**config.mk**
```make
export PLATFORM = sky130hd
export DESIGN_NAME = serial_display_rx
export DESIGN_NICKNAME = d
export VERILOG_FILES = /design/src/rtl/serial_display_rx.sv
export SDC_FILE = /design/constraint.sdc
export NUM_CORES = 1
export LEC_CHECK = 0
export ABC_AREA = 0
export CAP_MARGIN = 15
export CORE_ASPECT_RATIO = 0.75
export CORE_MARGIN = 2
export CORE_UTILIZATION = 35
export DETAILED_ROUTE_END_ITERATION = 8
export REMOVE_ABC_BUFFERS = 1
export SLEW_MARGIN = 30
export SYNTH_ARGS = -nofsm -noshare
export SYNTH_HDL_FRONTEND = slang
export SYNTH_SLANG_ARGS = --single-unit
```
**constraint.sdc**
```tcl
create_clock -name i_clk -period 5.48 [get_ports i_clk]
set_clock_uncertainty 0.1 [all_clocks]
set_input_delay 0.548 -clock i_clk [delete_from_list [all_inputs] [get_ports i_clk]]
set_output_delay 0.548 -clock i_clk [all_outputs]
set_load 0.005 [all_outputs]
```
**src/rtl/serial_display_rx.sv**
```systemverilog
// serial_display_rx
// Receives a 48-bit display frame over a three-wire serial link
// (shift clock, data, latch). None of the three wires is related to i_clk.
// Each wire goes through a synchronizer. Shift-clock and latch rising edges
// are then detected in the i_clk domain. Bits are shifted MSB first into
// six byte slots. A latch edge commits the frame only when exactly 48 bits
// have arrived. Any other latch edge reports a framing error.
// A frame that stalls mid-way is aborted after TIMEOUT_CYCLES.

module serial_display_rx #(
    parameter int SYNC_STAGES    = 2,
    parameter int TIMEOUT_CYCLES = 1024
) (
    input  logic        i_clk,
    input  logic        i_rst,
    input  logic        i_sclk,
    input  logic        i_sdata,
    input  logic        i_latch,
    output logic [47:0] o_frame,
    output logic        o_valid,
    output logic        o_frame_err,
    output logic        o_busy
);

    localparam int FRAME_BITS = 48;
    // Edge detection stays masked until the synchronizer and the edge flop
    // both hold genuine samples taken after reset release.
    localparam int SETTLE_MAX = SYNC_STAGES + 1;
    localparam int SETTLE_W   = $clog2(SETTLE_MAX + 1);
    localparam int IDLE_W     = $clog2(TIMEOUT_CYCLES + 1);

    typedef enum logic [1:0] {
        IDLE     = 2'd0,
        RECV     = 2'd1,
        OVERFLOW = 2'd2
    } state_t;

    // ------------------------------------------------------------------
    // Synchronizers and edge detection
    // ------------------------------------------------------------------
    logic [SYNC_STAGES-1:0] sclk_sync_r;
    logic [SYNC_STAGES-1:0] sdata_sync_r;
    logic [SYNC_STAGES-1:0] latch_sync_r;
    logic                   sclk_prev_r;
    logic                   latch_prev_r;
    logic [SETTLE_W-1:0]    settle_cnt_r;

    logic edge_ready_s;
    logic sclk_rise_s;
    logic latch_rise_s;
    logic sdata_bit_s;

    // Synchronizer chains, edge-detect history and post-reset settle counter
    always_ff @(posedge i_clk or negedge i_rst) begin
        if (!i_rst) begin
            sclk_sync_r  <= {SYNC_STAGES{1'b0}};
            sdata_sync_r <= {SYNC_STAGES{1'b0}};
            latch_sync_r <= {SYNC_STAGES{1'b0}};
            sclk_prev_r  <= 1'b0;
            latch_prev_r <= 1'b0;
            settle_cnt_r <= {SETTLE_W{1'b0}};
        end else begin
            sclk_sync_r  <= {sclk_sync_r[SYNC_STAGES-2:0], i_sclk};
            sdata_sync_r <= {sdata_sync_r[SYNC_STAGES-2:0], i_sdata};
            latch_sync_r <= {latch_sync_r[SYNC_STAGES-2:0], i_latch};
            sclk_prev_r  <= sclk_sync_r[SYNC_STAGES-1];
            latch_prev_r <= latch_sync_r[SYNC_STAGES-1];
            if (settle_cnt_r != SETTLE_W'(SETTLE_MAX)) begin
                settle_cnt_r <= settle_cnt_r + SETTLE_W'(1);
            end else begin
                settle_cnt_r <= settle_cnt_r;
            end
        end
    end

    // A line held high through reset release looks like 0 -> 1 in the chain.
    // Masking edges until the chain is settled keeps that from becoming an edge.
    assign edge_ready_s = (settle_cnt_r == SETTLE_W'(SETTLE_MAX));
    assign sclk_rise_s  = edge_ready_s & sclk_sync_r[SYNC_STAGES-1] & ~sclk_prev_r;
    assign latch_rise_s = edge_ready_s & latch_sync_r[SYNC_STAGES-1] & ~latch_prev_r;
    assign sdata_bit_s  = sdata_sync_r[SYNC_STAGES-1];

    // ------------------------------------------------------------------
    // Frame state
    // ------------------------------------------------------------------
    state_t           state_r;
    logic [5:0]       bit_cnt_r;
    logic [2:0]       byte_cnt_r;
    logic [7:0]       shift_r;
    logic [5:0][7:0]  slots_r;
    logic [IDLE_W-1:0] idle_cnt_r;

    // The sclk step is computed first. A latch edge in the same cycle is
    // then judged on the updated count, state and slots.
    state_t          step_state_s;
    logic [5:0]      step_bits_s;
    logic [2:0]      step_bytes_s;
    logic [7:0]      step_shift_s;
    logic [7:0]      step_byte_s;
    logic [5:0][7:0] step_slots_s;
    logic            frame_ok_s;
    logic            timeout_s;

    // Effect of a detected sclk edge on the receive state (identity otherwise)
    always_comb begin
        step_state_s = state_r;
        step_bits_s  = bit_cnt_r;
        step_bytes_s = byte_cnt_r;
        step_shift_s = shift_r;
        step_slots_s = slots_r;
        step_byte_s  = {shift_r[6:0], sdata_bit_s};
        if (sclk_rise_s) begin
            case (state_r)
                IDLE, RECV: begin
                    if (bit_cnt_r == 6'(FRAME_BITS)) begin
                        // A 49th bit: the frame is now too long.
                        step_state_s = OVERFLOW;
                    end else begin
                        step_state_s = RECV;
                        step_shift_s = step_byte_s;
                        step_bits_s  = bit_cnt_r + 6'd1;
                        if (bit_cnt_r[2:0] == 3'd7) begin
                            step_slots_s[byte_cnt_r] = step_byte_s;
                            step_bytes_s             = byte_cnt_r + 3'd1;
                        end else begin
                            step_bytes_s = byte_cnt_r;
                        end
                    end
                end
                OVERFLOW: begin
                    // Extra bits are dropped, and the slots keep the first 48.
                    step_state_s = OVERFLOW;
                end
                default: begin
                    step_state_s = IDLE;
                end
            endcase
        end else begin
            step_state_s = state_r;
        end
    end

    assign frame_ok_s = (step_state_s == RECV) && (step_bits_s == 6'(FRAME_BITS));
    assign timeout_s  = (idle_cnt_r == IDLE_W'(TIMEOUT_CYCLES - 1));

    // Receive FSM: latch commit/reject, sclk shifting, stall timeout, outputs
    always_ff @(posedge i_clk or negedge i_rst) begin
        if (!i_rst) begin
            state_r     <= IDLE;
            bit_cnt_r   <= 6'd0;
            byte_cnt_r  <= 3'd0;
            shift_r     <= 8'h00;
            slots_r     <= 48'h0;
            idle_cnt_r  <= {IDLE_W{1'b0}};
            o_frame     <= 48'h0;
            o_valid     <= 1'b0;
            o_frame_err <= 1'b0;
            o_busy      <= 1'b0;
        end else begin
            o_valid     <= 1'b0;
            o_frame_err <= 1'b0;
            if (latch_rise_s) begin
                // Every latch ends the frame. Only an exact 48-bit RECV frame
                // is published.
                slots_r <= step_slots_s;
                if (frame_ok_s) begin
                    o_frame <= step_slots_s;
                    o_valid <= 1'b1;
                end else begin
                    o_frame_err <= 1'b1;
                end
                state_r    <= IDLE;
                bit_cnt_r  <= 6'd0;
                byte_cnt_r <= 3'd0;
                shift_r    <= 8'h00;
                idle_cnt_r <= {IDLE_W{1'b0}};
                o_busy     <= 1'b0;
            end else if (sclk_rise_s) begin
                state_r    <= step_state_s;
                bit_cnt_r  <= step_bits_s;
                byte_cnt_r <= step_bytes_s;
                shift_r    <= step_shift_s;
                slots_r    <= step_slots_s;
                idle_cnt_r <= {IDLE_W{1'b0}};
                o_busy     <= 1'b1;
            end else if (state_r != IDLE) begin
                if (timeout_s) begin
                    // The sender went quiet mid-frame: drop the partial frame.
                    state_r     <= IDLE;
                    bit_cnt_r   <= 6'd0;
                    byte_cnt_r  <= 3'd0;
                    shift_r     <= 8'h00;
                    idle_cnt_r  <= {IDLE_W{1'b0}};
                    o_frame_err <= 1'b1;
                    o_busy      <= 1'b0;
                end else begin
                    idle_cnt_r <= idle_cnt_r + IDLE_W'(1);
                    o_busy     <= 1'b1;
                end
            end else begin
                idle_cnt_r <= {IDLE_W{1'b0}};
                o_busy     <= 1'b0;
            end
        end
    end

endmodule

```
Figure 1. Floorplan with the power grid.
Bar = 50 um. Pins as bars on the die edge. Tap cells in grey.
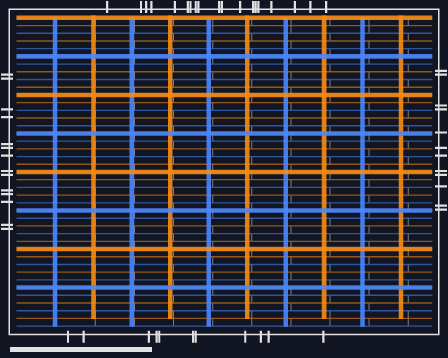
colour	net
blue	VSS
orange	VDD
tap cells	210
signal pins	56
core area: 16000 um2
die height: 114 um

Figure 2. Placed cells, one colour a class.
Bar = 50 um.
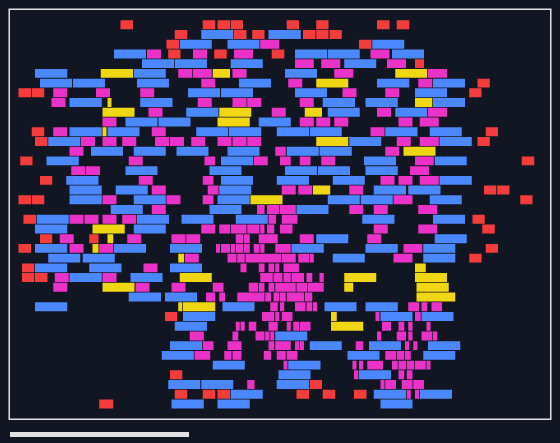
colour	class	cells	share of their area
red	other buffers and delay cells	57	8.5%
yellow	clock drivers and dummy loads	31	8.3%
blue	flops	138	52%
magenta	combinational and other logic	230	32%

Figure 3. Clock wires, drivers and flops.
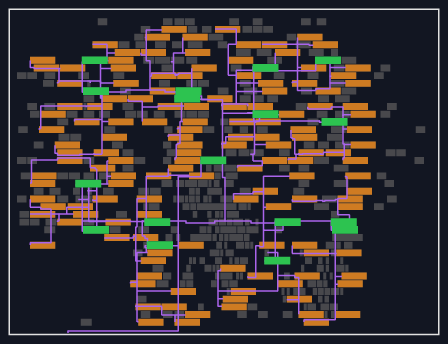
[green] clock drivers | count: 17
[purple] clock wires | length: 1630 um
[orange] flip-flops | count: 138
routed clock nets	18
flops lie	spread over the die
Clk pwr share: 48.7%
later-pin clock latency in the skew report: 0.41 ns
Clk power: 1060 uW

Figure 4. Signal wires by layer.
Bar = 50 um. Only two layers are drawn.
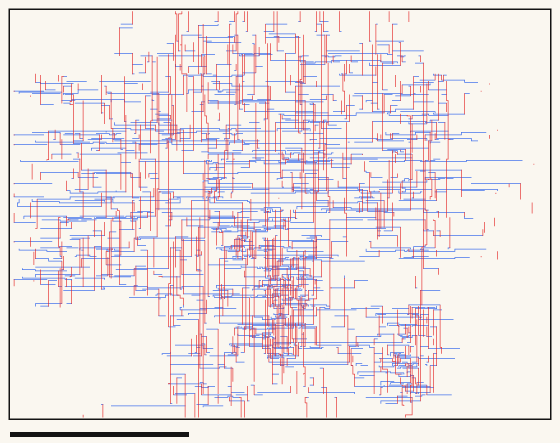
colour	layer	wire length
red	metal 2	4510 um
blue	metal 1	5320 um
WL/cell: 15.8 um
final wirelength: 10500 um
routed vias: 3220
GR Util All Layers: 13.3%

==> changes_impl.md <==
### Implementation results

- Status: finished clean
- Layout area overhead: 22.7%
- Crit path buffers/inverters: 1
- Ant diodes: 0
- Total gr overflow: 0
- Clock H-tree levels: 4
- Gr busiest metal: met2
- CTS Hold Bufs: 0
- Post-CTS Setup Bufs: 0
- Post-Synthesis Cell Area: 5680 um2
- Max VDD drop: 0.227 mV
- Final Core Density: 43.6%
- Seq power: 1040 uW
- Largest net degree at the start of global routing: 75
- Cell area leaders: dfrtp_1 61%, mux2_2 16%, mux2_4 5.3%
- Worst-margin pin slew: 0.786 ns
- Non-Clock Buffer Count: 57
- Post-Layout Inst Area: 6960 um2
- Fillers: 1421
- Final period util: 66.4%
- Most numerous logic cell after layout: dfrtp_1
- Reg power frac: 48.0%
- Required time worst endpoint: 5.67 ns
- Internal power: 1720 uW
- RePlAce Congestion: 0.843
- Setup_tns: 0 ns
- Detailed-route vias per instance: 4.83
- Met1 usage: 18.5%
- Min Tclk post-route: 3.64 ns
- Clock Pin Slew Worst Setup and Hold Paths: 0.05 ns
- WS Path Type: reg2reg
- Die area: 17300 um2
- Synth cell count leaders: 138 x dfrtp_1, 79 x mux2_2, 20 x mux2_4, 20 x nor2_1
- Power density over the cells: 313 nW/um2
- Psw: 456 uW
- Rel. slew slack: 47.5%
- Final setup violation count: 0
- Worst setup margin: 1.84 ns
- Critical path fanouts, max: 41
- RSZ-0062 raised after global routing: no
- Seq/total area: 49.6%
- Initial Utilization: 35.6%
- Share of cells above drive strength 1: 31.4%
- YS chip area: 5680 um2
- Synth Area per Inst: 14.9 um2
- Hold WC Path Type: in2async
- Distinct lib cells used: 53
- ClkCell Share: 8.01%
- DP Worst Slack: 1.82 ns
- Yosys cell count: 380
- Cell Area, Placed: 6400 um2
- Synth area leader: dfrtp_1
- Max Slew Vio Count: 0
- Post-synth seq share: 60.8%
- Cells after synthesis: 380
- CP arrival: 3.83 ns
- First-pass GRT wire length: 17300 um
- Seq_cells: 138
- Fin. Hold Viols: 0
- Critical path depth: 7
- Hpwl dp: 6960 um
- Ys Warns: 0
- Clk root buf: clkbuf_16
- Logic area: 2110 um2
- I/O Buffers: 55
- # DRC: 0
- Fmax: 0.275 GHz
- Sw frac: 21.0%
- Log Warnings: 26
- CP startpoint kind: register
- CTS tree: built
- Fin nets: 455
- Leak: 0.00325 uW
- Boundary pin count: 56
- Async set-or-reset flop fraction in the synthesized netlist: 100%
- Post-CTS sizing: 0
- Chip Width: 151 um
- Top-count cell post-synth: dfrtp_1
- R2r setup slk: 1.84 ns
- Post-synth regs: 138
- Max_cap viols: 0
- Power share of the combinational group: 3.3%
- WL met2: 4510 um
- Inverter count: 4
- Flip-flops with a built-in enable: 0
- Final antenna-violating net count: 0
- Critical Path Sink Type: register
- Initial antenna violation count: 0
- Pre-Repair DR Iteration Count: 4
- Slowest CP cell: buf_4
- Met3 routed WL: 486 um
- Bufs on Longest Clock Path: 2
- CTS sink count: 138
- Drt initial violations: 146
- Row Count: 40
- Vias in the first global route: 3297
- Top power group: clock
- Highest Signal Layer: met4
- Reg2reg start: settle_cnt_r[0]$_DFFE_PN0P_
- Share of the synthesized area in the top cell type: 60.8%
- Cell family with most CP delay: simple AND/OR/NAND/NOR gates
- Top cell category: flip-flops and latches
- Reg2reg path depth: 7
- Routing usage on met3: 4.54%
- Reg2reg end: o_frame[6]$_DFFE_PN0P_
- Flop area: 3450 um2
- Comb pwr: 71.2 uW
- NonClk Buf Share: 8.14%
- Top FF cell, synth: dfrtp_1
- M1 WL: 5320 um
- Combinational Gates: 226
- GR Util met2: 19.0%
- CTS Buf Count: 17
- Critical-path cell list: ha_1, nand4bb_1, o31ai_1, o21ai_1, nor4_4, buf_4, mux2_2
- Logic share of the area: 30.3%
- Most common logic cells in the final layout: 138 x dfrtp_1, 79 x mux2_2, 54 x clkdlybuf4s50_1, 20 x nor2_1, 20 x mux2_4
- Clock buf count: 24
- # Taps: 210
- Max stage delay on crit path: 0.63 ns
[cell families after synthesis]
family,after synthesis,share of synthesized area (%)
buffers and inverters,16,2.05
DFF,138,60.8
and+or+nand+nor,69,7.32
AOI/OAI and AO/OA,43,6.13
xor gates and xnor gates,9,1.39
adders and majority gates,6,1.32
muxes,99,21.0
[state kept, by name (all words and copies together), names as in the netlist]
| signal | count |
|---|---|
| sdata_sync_r | 2 |
| bit_cnt_r | 6 |
| sclk_sync_r | 2 |
| sclk_prev_r | 1 |
| state_r | 2 |
| slots_r | 48 |
| settle_cnt_r | 2 |
| idle_cnt_r | 11 |
| shift_r | 7 |
| o_valid | 1 |
| o_frame_err | 1 |
| latch_sync_r | 2 |
| o_frame | 48 |
| latch_prev_r | 1 |
| byte_cnt_r | 3 |
| o_busy | 1 |
[worst max path at each step]
stage | start | endpoint | slack (ns)
after floorplan | settle_cnt_r[0]$_DFFE_PN0P_ | o_frame[0]$_DFFE_PN0P_ | 1.29
after global placement | settle_cnt_r[0]$_DFFE_PN0P_ | o_frame[45]$_DFFE_PN0P_ | 2.01
after detailed placement | settle_cnt_r[0]$_DFFE_PN0P_ | o_frame[6]$_DFFE_PN0P_ | 1.82
after CTS | settle_cnt_r[0]$_DFFE_PN0P_ | o_frame[6]$_DFFE_PN0P_ | 1.82
after global routing | settle_cnt_r[0]$_DFFE_PN0P_ | o_frame[7]$_DFFE_PN0P_ | 1.51
final | settle_cnt_r[0]$_DFFE_PN0P_ | o_frame[6]$_DFFE_PN0P_ | 1.84
[stage by stage]
stage | std cells | power [uW] | hold WS (ns)
floorplan | 368 | 1090 | 0.152
global placement | 635 | 1130 | 0.234
detailed placement | 635 | 1140 | 0.235
CTS | 666 | 2210 | 0.0759
global route | 666 | 2270 | 0.106
finish | 666 | 2180 | 0.0581
Power figures rest on the tool's default switching activity, not on a simulated workload.
